Run 1, where the registers sit:
Scale bar: 20 um. Other sequential cells in the stronger grey, the rest of the logic in the fainter grey.
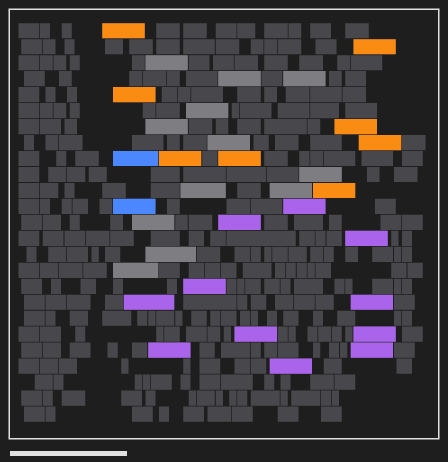
Run 1, wiring by layer:
Scale bar: 20 um. Only two layers are drawn.
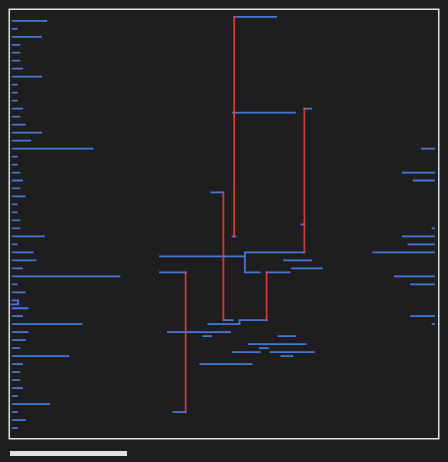
Run 1, placed cells, one colour a class:
Scale bar: 20 um.
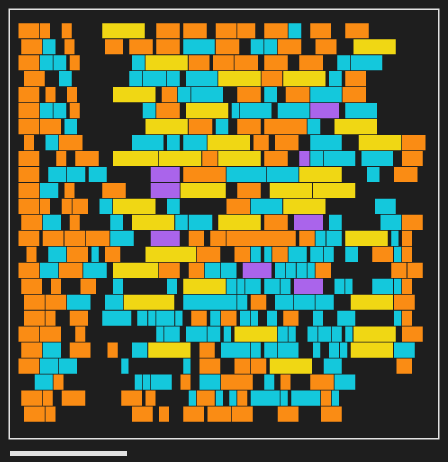
Run 1, gate-type map:
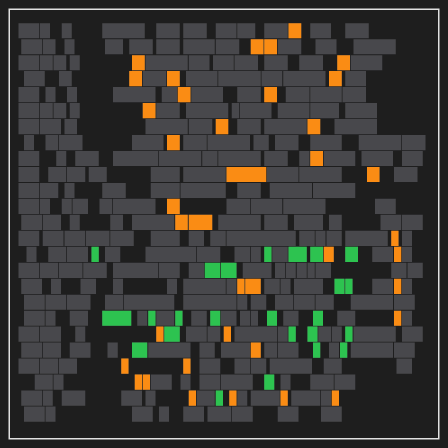
==> src/rtl/ram_access_ctrl.sv <==
// ram_access_ctrl: shares one iteration-count RAM (1 write port, 1 read port,
// RD_LATENCY-cycle read latency) between a write client, two read clients and an internal
// clear sequencer that fills the whole RAM with CLEAR_VALUE.
//
// Ports:
//   clock, reset               rising-edge clock, synchronous active-high reset
//   clear_start / clear_busy   start pulse / busy flag of the full-RAM clear sweep
//   w_valid/w_ready/w_addr/w_data        write client (combinational pass-through in idle)
//   rN_valid/rN_ready/rN_addr            read client N request (N = 0 scanout, 1 host)
//   rN_rsp_valid/rN_rsp_data             read client N response, RD_LATENCY after grant
//   ram_wr_en/ram_wr_addr/ram_wr_data    RAM write port
//   ram_rd_en/ram_rd_addr/ram_rd_data    RAM read port
module ram_access_ctrl #(
    parameter int unsigned ADDR_WIDTH = 10,
    parameter int unsigned DATA_WIDTH = 8,
    parameter int unsigned RD_LATENCY = 2,
    parameter logic [DATA_WIDTH-1:0] CLEAR_VALUE = '0,
    parameter bit PRIO0 = 1'b0
) (
    input  logic                  clock,
    input  logic                  reset,
    input  logic                  clear_start,
    output logic                  clear_busy,
    input  logic                  w_valid,
    output logic                  w_ready,
    input  logic [ADDR_WIDTH-1:0] w_addr,
    input  logic [DATA_WIDTH-1:0] w_data,
    input  logic                  r0_valid,
    output logic                  r0_ready,
    input  logic [ADDR_WIDTH-1:0] r0_addr,
    output logic                  r0_rsp_valid,
    output logic [DATA_WIDTH-1:0] r0_rsp_data,
    input  logic                  r1_valid,
    output logic                  r1_ready,
    input  logic [ADDR_WIDTH-1:0] r1_addr,
    output logic                  r1_rsp_valid,
    output logic [DATA_WIDTH-1:0] r1_rsp_data,
    output logic                  ram_wr_en,
    output logic [ADDR_WIDTH-1:0] ram_wr_addr,
    output logic [DATA_WIDTH-1:0] ram_wr_data,
    output logic                  ram_rd_en,
    output logic [ADDR_WIDTH-1:0] ram_rd_addr,
    input  logic [DATA_WIDTH-1:0] ram_rd_data
);

    localparam int unsigned CNT_W = ADDR_WIDTH + 1;
    localparam int unsigned DEPTH = 2 ** ADDR_WIDTH;
    localparam logic [CNT_W-1:0] LAST_ADDR = CNT_W'(DEPTH - 1);

    typedef enum logic [0:0] {StIdle, StClear} state_e;

    state_e                 state_q, state_d;
    logic [CNT_W-1:0]       clr_cnt_q, clr_cnt_d;
    logic                   rr_q, rr_d;          // 1: r1 wins the next contention
    logic [RD_LATENCY-1:0]  tag_valid_q;
    logic [RD_LATENCY-1:0]  tag_client_q;        // 0 = r0, 1 = r1
    logic [DATA_WIDTH-1:0]  rsp0_data_q, rsp1_data_q;
    logic                   grant0, grant1;

    // State register and all other sequential state.
    always_ff @(posedge clock) begin
        if (reset) begin
            state_q      <= StIdle;
            clr_cnt_q    <= '0;
            rr_q         <= 1'b0;
            tag_valid_q  <= '0;
            tag_client_q <= '0;
            rsp0_data_q  <= '0;
            rsp1_data_q  <= '0;
        end else begin
            state_q         <= state_d;
            clr_cnt_q       <= clr_cnt_d;
            rr_q            <= rr_d;
            tag_valid_q[0]  <= grant0 | grant1;
            tag_client_q[0] <= grant1;
            for (int i = 1; i < RD_LATENCY; i++) begin
                tag_valid_q[i]  <= tag_valid_q[i-1];
                tag_client_q[i] <= tag_client_q[i-1];
            end
            if (r0_rsp_valid) rsp0_data_q <= ram_rd_data;
            if (r1_rsp_valid) rsp1_data_q <= ram_rd_data;
        end
    end

    // Next-state logic: sweep runs exactly DEPTH cycles, ends after writing DEPTH-1.
    always_comb begin
        state_d   = state_q;
        clr_cnt_d = clr_cnt_q;
        rr_d      = rr_q;
        unique case (state_q)
            StIdle: begin
                if (clear_start) begin
                    state_d   = StClear;
                    clr_cnt_d = '0;
                end
            end
            StClear: begin
                if (clr_cnt_q == LAST_ADDR) begin
                    state_d   = StIdle;
                    clr_cnt_d = '0;
                end else begin
                    clr_cnt_d = clr_cnt_q + CNT_W'(1);
                end
            end
            default: state_d = StIdle;
        endcase
        if (grant0) rr_d = 1'b1;
        if (grant1) rr_d = 1'b0;
    end

    // Outputs: ready and RAM strobes are combinational and forced low during reset.
    always_comb begin
        clear_busy  = (state_q == StClear);
        w_ready     = 1'b0;
        grant0      = 1'b0;
        grant1      = 1'b0;
        ram_wr_en   = 1'b0;
        ram_wr_addr = '0;
        ram_wr_data = '0;
        ram_rd_en   = 1'b0;
        ram_rd_addr = '0;
        if (!reset) begin
            unique case (state_q)
                StIdle: begin
                    w_ready     = 1'b1;
                    ram_wr_en   = w_valid;
                    ram_wr_addr = w_addr;
                    ram_wr_data = w_data;
                    if (PRIO0) begin
                        grant0 = r0_valid;
                        grant1 = r1_valid & ~r0_valid;
                    end else if (r0_valid && r1_valid) begin
                        grant0 = ~rr_q;
                        grant1 = rr_q;
                    end else begin
                        grant0 = r0_valid;
                        grant1 = r1_valid;
                    end
                end
                StClear: begin
                    ram_wr_en   = 1'b1;
                    ram_wr_addr = clr_cnt_q[ADDR_WIDTH-1:0];
                    ram_wr_data = CLEAR_VALUE;
                end
                default: ;
            endcase
        end
        r0_ready = grant0;
        r1_ready = grant1;
        if (grant0 || grant1) begin
            ram_rd_en   = 1'b1;
            ram_rd_addr = grant1 ? r1_addr : r0_addr;
        end
        // Oldest tag meets the RAM data; held registers cover the idle cycles.
        r0_rsp_valid = ~reset & tag_valid_q[RD_LATENCY-1] & ~tag_client_q[RD_LATENCY-1];
        r1_rsp_valid = ~reset & tag_valid_q[RD_LATENCY-1] &  tag_client_q[RD_LATENCY-1];
        r0_rsp_data  = r0_rsp_valid ? ram_rd_data : rsp0_data_q;
        r1_rsp_data  = r1_rsp_valid ? ram_rd_data : rsp1_data_q;
    end

endmodule

==> config.mk <==
export PLATFORM = sky130hd
export DESIGN_NAME = ram_access_ctrl
export DESIGN_NICKNAME = d
export VERILOG_FILES = /design/src/rtl/ram_access_ctrl.sv
export SDC_FILE = /design/constraint.sdc
export NUM_CORES = 1
export LEC_CHECK = 0
export CORE_UTILIZATION = 34
export DETAILED_ROUTE_END_ITERATION = 10
export PLACE_DENSITY = 0.77
export SKIP_LAST_GASP = 1
export SLEW_MARGIN = 20
export SYNTH_ARGS = -nofsm -noshare
export SYNTH_HDL_FRONTEND = slang
export SYNTH_SLANG_ARGS = --single-unit
==> constraint.sdc <==
create_clock -name clock -period 1.66 [get_ports clock]
set_input_delay 0.332 -clock clock [delete_from_list [all_inputs] [get_ports clock]]
set_output_delay 0.332 -clock clock [all_outputs]
set_load 0.01 [all_outputs]
==> metrics.csv, run 1 <==
stage;metric;value;unit
status;status;complete, but fails checks;
status;violations;negative setup slack;
yosys;ys.flops;33;
critical_path;crit_slowest_cell;dfxtp_2;
detailed_routing;first_iter_violations;106;
cells_and_area;fillers;372;
power;p_seq_share;40.4;%
placed_design;io_buffers;103;
cts;htree_levels;2;
cts;root_buffer;clkbuf_8;
final_timing;rsz0062_at_grt;yes;
grt;grtUsageTotal;19.49;%
power;powerClk;0.666;mW
critical_path;path_depth;5;
cts;cts_setup_buffers;15;
run;warning_count;28;
final_timing;timing.final.crit_period;1.876;ns
detailed_routing;drc_errors;0;
cts;cts_tree;yes;
power;pg_comb;0.550;mW
power;p_sw_share;25.03;%
placed_design;gp_congestion;0.7977;
cts;ctsResizeCount;138;
run;drv_cap;0;
final_timing;fin_hold_ws;0.3243;ns
cells_and_area;layout_top_cells;clkdlybuf4s50_1, buf_6, dfxtp_1;
power;peakVddDrop;0.3432;mV
cts;cts_max_path_buffers;2;
grt;grt_use_met2;34.27;%
critical_path;worstPathRequired;1.33;ns
critical_path;setup.worst_path.end;r0_rsp_data[3];
cts;insertion_delay;0.29;ns
yosys;yosys_area;0.001709;mm^2
final_timing;layout_setup_ws;-0.2163;ns
min_path;worstHoldStart;reset;
yosys;netlist.top_cell.by_area;dfxtp_1;
detailed_routing;highest_layer;met4;
yosys;synthMostInstantiatedCell;dfxtp_1;
floorplan;die_y;72.90;um
critical_path;startpoint;tag_client_q[1];
cells_and_area;syn2layout_area_growth;92.46;%
yosys;yosysWarningCount;0;
final_timing;finalSetupTns;-3.361;ns
final_timing;setup_viol;28;
detailed_routing;met1Wirelength;2.283;mm
cts;cts_buffers;5;
yosys;flop_cell;dfxtp_1;
floorplan;dieArea;0.005314;mm^2
final_timing;fmax;533.0;MHz
critical_path;start_kind;flip-flop;
power;p_sw;0.5105;mW
grt;grt_use_met1;23.44;%
## Picture notes: 'where the registers sit'
orange -> rsp1_data_q  # placed flops 8
purple -> clr_cnt_q  # placed flops 11
blue -> tag_valid_q  # placed flops 2
not coloured = 12
Util after Layout: 68.73%
register area: 671.9 um^2
Seq. pwr: 0.824 mW

## Picture notes: 'wiring by layer'
blue -> M3  # wire length 324 um
red -> M4  # wire length 116 um
total number of vias: 1,986
drt total wl: 5.535 mm

## Picture notes: 'placed cells, one colour a class'
cyan -> remaining logic cells  # cells 146
purple -> clock drivers and dummy loads  # cells 8
yellow -> registers  # cells 33
orange -> remaining buffers and delay cells  # cells 144
fin area: 0.003289 mm^2
row count: 25
core region area: 0.004786 mm^2

## Picture notes: 'gate-type map'
orange -> nor cells  # cells 38
green -> nand cells  # cells 24
logic share of the area: 33.70%
fin cells: 398

-- run 1: state kept, by name, indices dropped and copies added (netlist names) --
signal and count:
tag_client_q 2, rsp1_data_q 8, rsp0_data_q 8, clear_busy 1, tag_valid_q 2, rr_q 1, clr_cnt_q 11
-- run 1: cell type report --
cell class	instances	area [um^2]	area share, %
multi-input cells	143	1109	33.70
well taps	67	83.83	2.549
repair buffers	144	1313	39.90
clock inverters	1	5.005	0.1521
flip-flops and latches	33	671.9	20.43
clock buffers	7	96.34	2.929
inverters	3	11.26	0.3423
-- run 1: logic make-up after synthesis --
logic type,count (synthesis),synth area share (%)
simple gates,81,26.35
mux,27,16.98
buf+inv,14,3.660
flops,33,38.65
xor+xnor,2,1.025
compound gates,31,12.59
fa+ha+maj,1,0.7319
==> run 2, diff against run 1 <==
--- a/config.mk
+++ b/config.mk
@@ -5,6 +5,7 @@
 export SDC_FILE = /design/constraint.sdc
 export NUM_CORES = 1
 export LEC_CHECK = 0
+export CORE_MARGIN = 5
 export CORE_UTILIZATION = 34
 export DETAILED_ROUTE_END_ITERATION = 10
 export PLACE_DENSITY = 0.77
Run 2, routing congestion map:
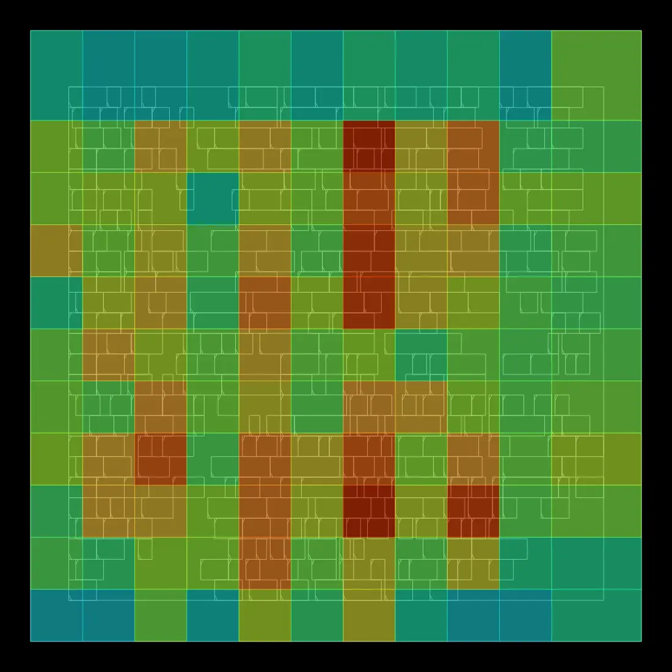
GRT met1 Usage: 18.84%
met2 usage: 30.38%
Util after Layout: 68.36%
Total GRT Usage: 16.76%

Run 2, gate-type map:
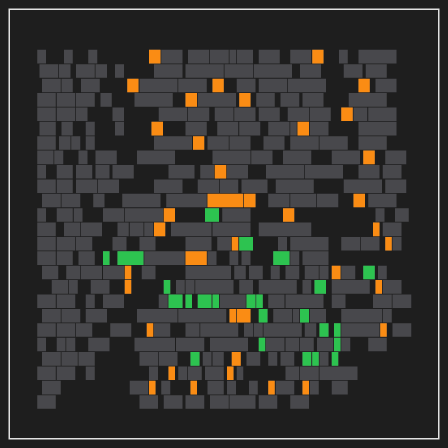
top logic cell by instance count in the layout: clkdlybuf4s50_1
fin cells: 399
logic share of the area: 33.93%

==> run 2 against run 1 <==
Compared with the run above: the run still ends with negative setup slack left; synthesized area unchanged; sequential share of layout area is essentially flat; register-to-register slack got worse by 0.02 ns; combinational power rose by 2%; core utilization down 0.37 points; cell area rose by 0.11%; largest cell class unchanged; highest routed layer unchanged.
==> metrics.csv, run 2 <==
stage;metric;value;unit
final_timing;fin_hold_ws;0.4362;ns
yosys;synthAoiAreaFrac;12.59;%
cells_and_area;nonClkBufAreaFrac;40.27;%
power;clock_power_share;28.9;%
floorplan;tap_cells;67;
yosys;yosysWarningCount;0;
detailed_routing;drc_errors;0;
cells_and_area;nNonClkBuffers;144;
power;p_sw_share;25.67;%
grt;overflow;0;
floorplan;core_area;0.004817;mm^2
cells_and_area;comb_cells;144;
cts;ctsResizeCount;202;
yosys;synthSimpleGateAreaFrac;26.35;%
critical_path;reg2reg_depth;6;
final_timing;timing.final.crit_period;1.880;ns
cells_and_area;largest_cell_class;non-clock buffers;
power;pg_comb;0.560;mW
cells_and_area;clkbuf_count;6;
critical_path;startpoint;tag_client_q[1];
cells_and_area;flop_area;671.9;um^2
cts;htree_levels;2;
yosys;netlist.top_cell.by_area;dfxtp_1;
cts;cts_tree;yes;
yosys;synthMostInstantiatedCell;dfxtp_1;
detailed_routing;met1Wirelength;2.303;mm
cells_and_area;inverters;3;
cells_and_area;syn2layout_area_growth;92.68;%
cts;insertion_delay;0.27;ns
cells_and_area;fillers;405;
placed_design;io_buffers;103;
power;powerClk;0.563;mW
critical_path;ff2ff_setup_slack;0.01;ns
power;pg_seq;0.823;mW
final_timing;setup_viol;40;
final_timing;rsz0062_at_grt;yes;
status;status;complete, but fails checks;
floorplan;dieArea;0.006545;mm^2
detailed_routing;dr_total_vias;1931;
cells_and_area;top_regs;clr_cnt_q x11, rsp0_data_q x8, rsp1_data_q x8;
cells_and_area;largest_reg_flops;11;
cells_and_area;comb_area;0.001117;mm^2
run;warning_count;28;
cells_and_area;top_register;clr_cnt_q;
power;p_seq_share;42.3;%
yosys;xor_area_share;1.025;%
yosys;ys.flops;33;
detailed_routing;first_iter_violations;106;
power;p_sw;0.4995;mW
final_timing;fmax;531.9;MHz
critical_path;cp.arrival;1.55;ns
floorplan;die_y;80.90;um
cts;cts_max_path_buffers;2;
detailed_routing;routedWlPerCell;14.66;um
critical_path;start_kind;flip-flop;
yosys;synthMuxAreaShare;16.98;%
status;violations;negative setup slack;
cts;cts_setup_buffers;9;
detailed_routing;highest_layer;met4;
yosys;ys_sh_adder;0.7321;%
cells_and_area;clockNetworkAreaShare;2.508;%
cts;cts_buffers;5;
yosys;yosys_area;0.001709;mm^2
cells_and_area;layout_top_cells;clkdlybuf4s50_1, buf_6, dfxtp_1;
final_timing;layout_setup_ws;-0.2199;ns
critical_path;worstPathRequired;1.33;ns
cts;hold_buffers;0;
detailed_routing;routed_wl;5.851;mm
run;drv_cap;0;
grt;use_met3;5.211;%
yosys;flop_cell;dfxtp_1;
min_path;worstHoldStart;tag_valid_q[0];
floorplan;row_count;25;
yosys;synthTopLogicFamily;simple AND/OR/NAND/NOR gates;
[run 2: cell counts after synthesis]
No cell type changed its count.
[run 2: worst max-delay path, cell delays in order, from the launching register on]
cell and delay (ns):
dfxtp_2 0.33, nor3b_4 0.24, buf_6 0.17, buf_6 0.10, mux2_4 0.31, buf_6 0.13
[run 2: how the worst max path moves through the flow]
| stage | end | slack (ns) | cells after the start |
|---|---|---|---|
| floorplan | clr_cnt_q[9] | 0.02 | 5 |
| detailed placement | ram_rd_addr[3] | -0.90 | 5 |
| CTS | r0_rsp_data[5] | -0.22 | 5 |
| finish | r0_rsp_data[4] | -0.22 | 5 |
| global placement | ram_rd_addr[5] | -0.84 | 5 |
| global route | r0_rsp_data[4] | -0.27 | 5 |
==> run 3, diff against run 2 <==
--- a/config.mk
+++ b/config.mk
@@ -10,7 +10,7 @@
 export DETAILED_ROUTE_END_ITERATION = 10
 export PLACE_DENSITY = 0.77
 export SKIP_LAST_GASP = 1
-export SLEW_MARGIN = 20
+export SLEW_MARGIN = 30
 export SYNTH_ARGS = -nofsm -noshare
 export SYNTH_HDL_FRONTEND = slang
 export SYNTH_SLANG_ARGS = --single-unit
Run 3, placed cells, one colour a class:
Scale bar: 20 um.
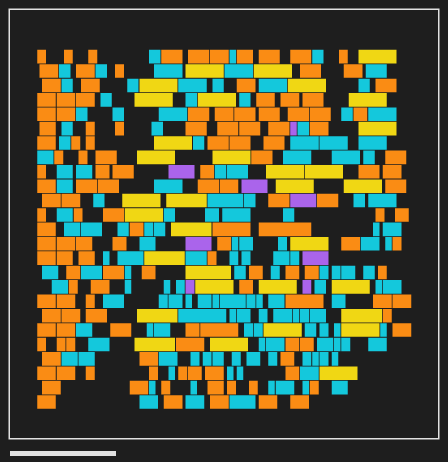
yellow -> registers  # cells 33
cyan -> remaining logic cells  # cells 147
purple -> clock drivers and dummy loads  # cells 8
orange -> remaining buffers and delay cells  # cells 144
core region area: 0.004817 mm^2
fin area: 0.003293 mm^2

Run 3, where the registers sit:
Scale bar: 20 um. Other sequential cells in the stronger grey, the rest of the logic in the fainter grey.
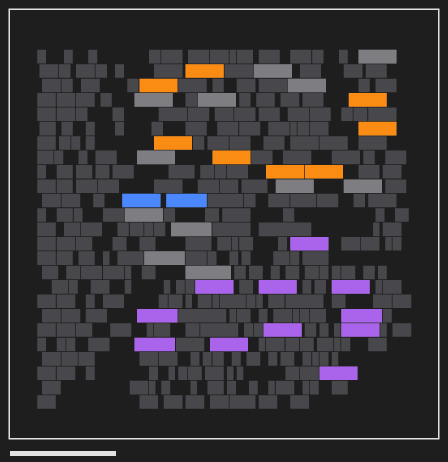
purple -> clr_cnt_q  # placed flops 11
blue -> tag_valid_q  # placed flops 2
orange -> rsp1_data_q  # placed flops 8
not coloured = 12
flop share of the area: 20.40%
Seq. pwr: 0.823 mW

==> run 3 against run 2 <==
Compared with the run above: the run still ends with negative setup slack left; worst hold slack unchanged; sequential cell count unchanged; register-to-register slack barely moved; power unchanged; sequential share of layout area is the same; setup slack is the same; maximum frequency is the same; sequential power hardly changed; combinational power about the same; critical path type unchanged; critical endpoint unchanged.
==> metrics.csv, run 3 <==
stage;metric;value;unit
final_timing;layout_setup_ws;-0.2199;ns
grt;grt_use_met1;18.84;%
min_path;worstHoldStart;tag_valid_q[0];
power;peakVddDrop;0.3678;mV
detailed_routing;routedWlPerCell;14.66;um
final_timing;setup_viol;40;
cells_and_area;clockNetworkAreaShare;2.508;%
floorplan;dieArea;0.006545;mm^2
cells_and_area;syn2layout_area_growth;92.68;%
power;p_sw;0.4995;mW
yosys;yosysWarningCount;0;
final_timing;finalSetupTns;-3.357;ns
placed_design;gp_congestion;0.7631;
cells_and_area;flop_area;671.9;um^2
yosys;flop_cell;dfxtp_1;
cells_and_area;inverters;3;
cells_and_area;nNonClkBuffers;144;
cells_and_area;comb_area;0.001117;mm^2
cells_and_area;nonClkBufAreaFrac;40.27;%
cts;cts_buffers;5;
final_timing;rsz0062_at_grt;yes;
cts;htree_levels;2;
critical_path;reg2reg_depth;6;
cells_and_area;layout_top_cells;clkdlybuf4s50_1, buf_6, dfxtp_1;
power;p_seq_share;42.3;%
cells_and_area;top_register;clr_cnt_q;
status;status;complete, but fails checks;
critical_path;crit_slowest_cell;dfxtp_2;
critical_path;cp.arrival;1.55;ns
yosys;ys.flops;33;
cells_and_area;flops;33;
critical_path;path_depth;5;
critical_path;start_kind;flip-flop;
cells_and_area;largest_reg_flops;11;
cts;cts_tree;yes;
cells_and_area;sh_comb_area;33.93;%
grt;grt_use_met2;30.38;%
yosys;yosys_area;0.001709;mm^2
critical_path;ff2ff_setup_slack;0.01;ns
critical_path;startpoint;tag_client_q[1];
cells_and_area;top_regs;clr_cnt_q x11, rsp0_data_q x8, rsp1_data_q x8;
cells_and_area;clkbuf_count;6;
cells_and_area;stdcell_count;399;
critical_path;cp.buffers_inverters;3;
power;clock_power_share;28.9;%
critical_path;cp_top_family;buffers and inverters;
cells_and_area;comb_cells;144;
power;pg_comb;0.560;mW
cts;cts_setup_buffers;9;
cells_and_area;fin_util;68.36;%
cts;hold_buffers;0;
critical_path;setup.worst_path.end;r0_rsp_data[4];
grt;grtUsageTotal;16.76;%
yosys;synthMostInstantiatedCell;dfxtp_1;
critical_path;critPathMaxStageDelay;0.33;ns
cts;ctsResizeCount;202;
power;powerClk;0.563;mW
final_timing;fin_hold_ws;0.4362;ns
status;violations;negative setup slack;
cts;root_buffer;clkbuf_8;
cells_and_area;fillers;405;
final_timing;fmax;531.9;MHz
power;p_sw_share;25.67;%
detailed_routing;first_iter_violations;106;
run;drv_cap;0;
critical_path;cp_cell_sequence;nor3b_4 -> buf_6 -> buf_6 -> mux2_4 -> buf_6;
cells_and_area;largest_cell_class;non-clock buffers;
==> run 3: cell counts in the layout (fill, tap and decap cells not counted) <==
No cell type changed its count.
==> run 3: kinds of logic (layout without fill, tap and decap cells) <==
kind of cell / Yosys count / after routing / synth area share [%]
multiplexers: 27 / 27 / 16.98
buffers and inverters: 14 / 155 / 3.660
adder cells (fa/ha/maj): 1 / 1 / 0.7319
AND-OR/OR-AND: 31 / 31 / 12.59
flip-flops: 33 / 33 / 38.65
XOR/XNOR: 2 / 2 / 1.025
AND/OR/NAND/NOR: 81 / 83 / 26.35
==> run 3: per-layer routing <==
metal | share of wire, % | vias to the layer above | wire [um]
li1 | - | 951 | -
met1 | 39 | 896 | 2303
met2 | 52 | 82 | 3037
met3 | 8.3 | 2 | 485
met4 | 0.41 | 0 | 24
met5 | 0 | - | 0
Power figures rest on the tool's default switching activity, not on a simulated workload.
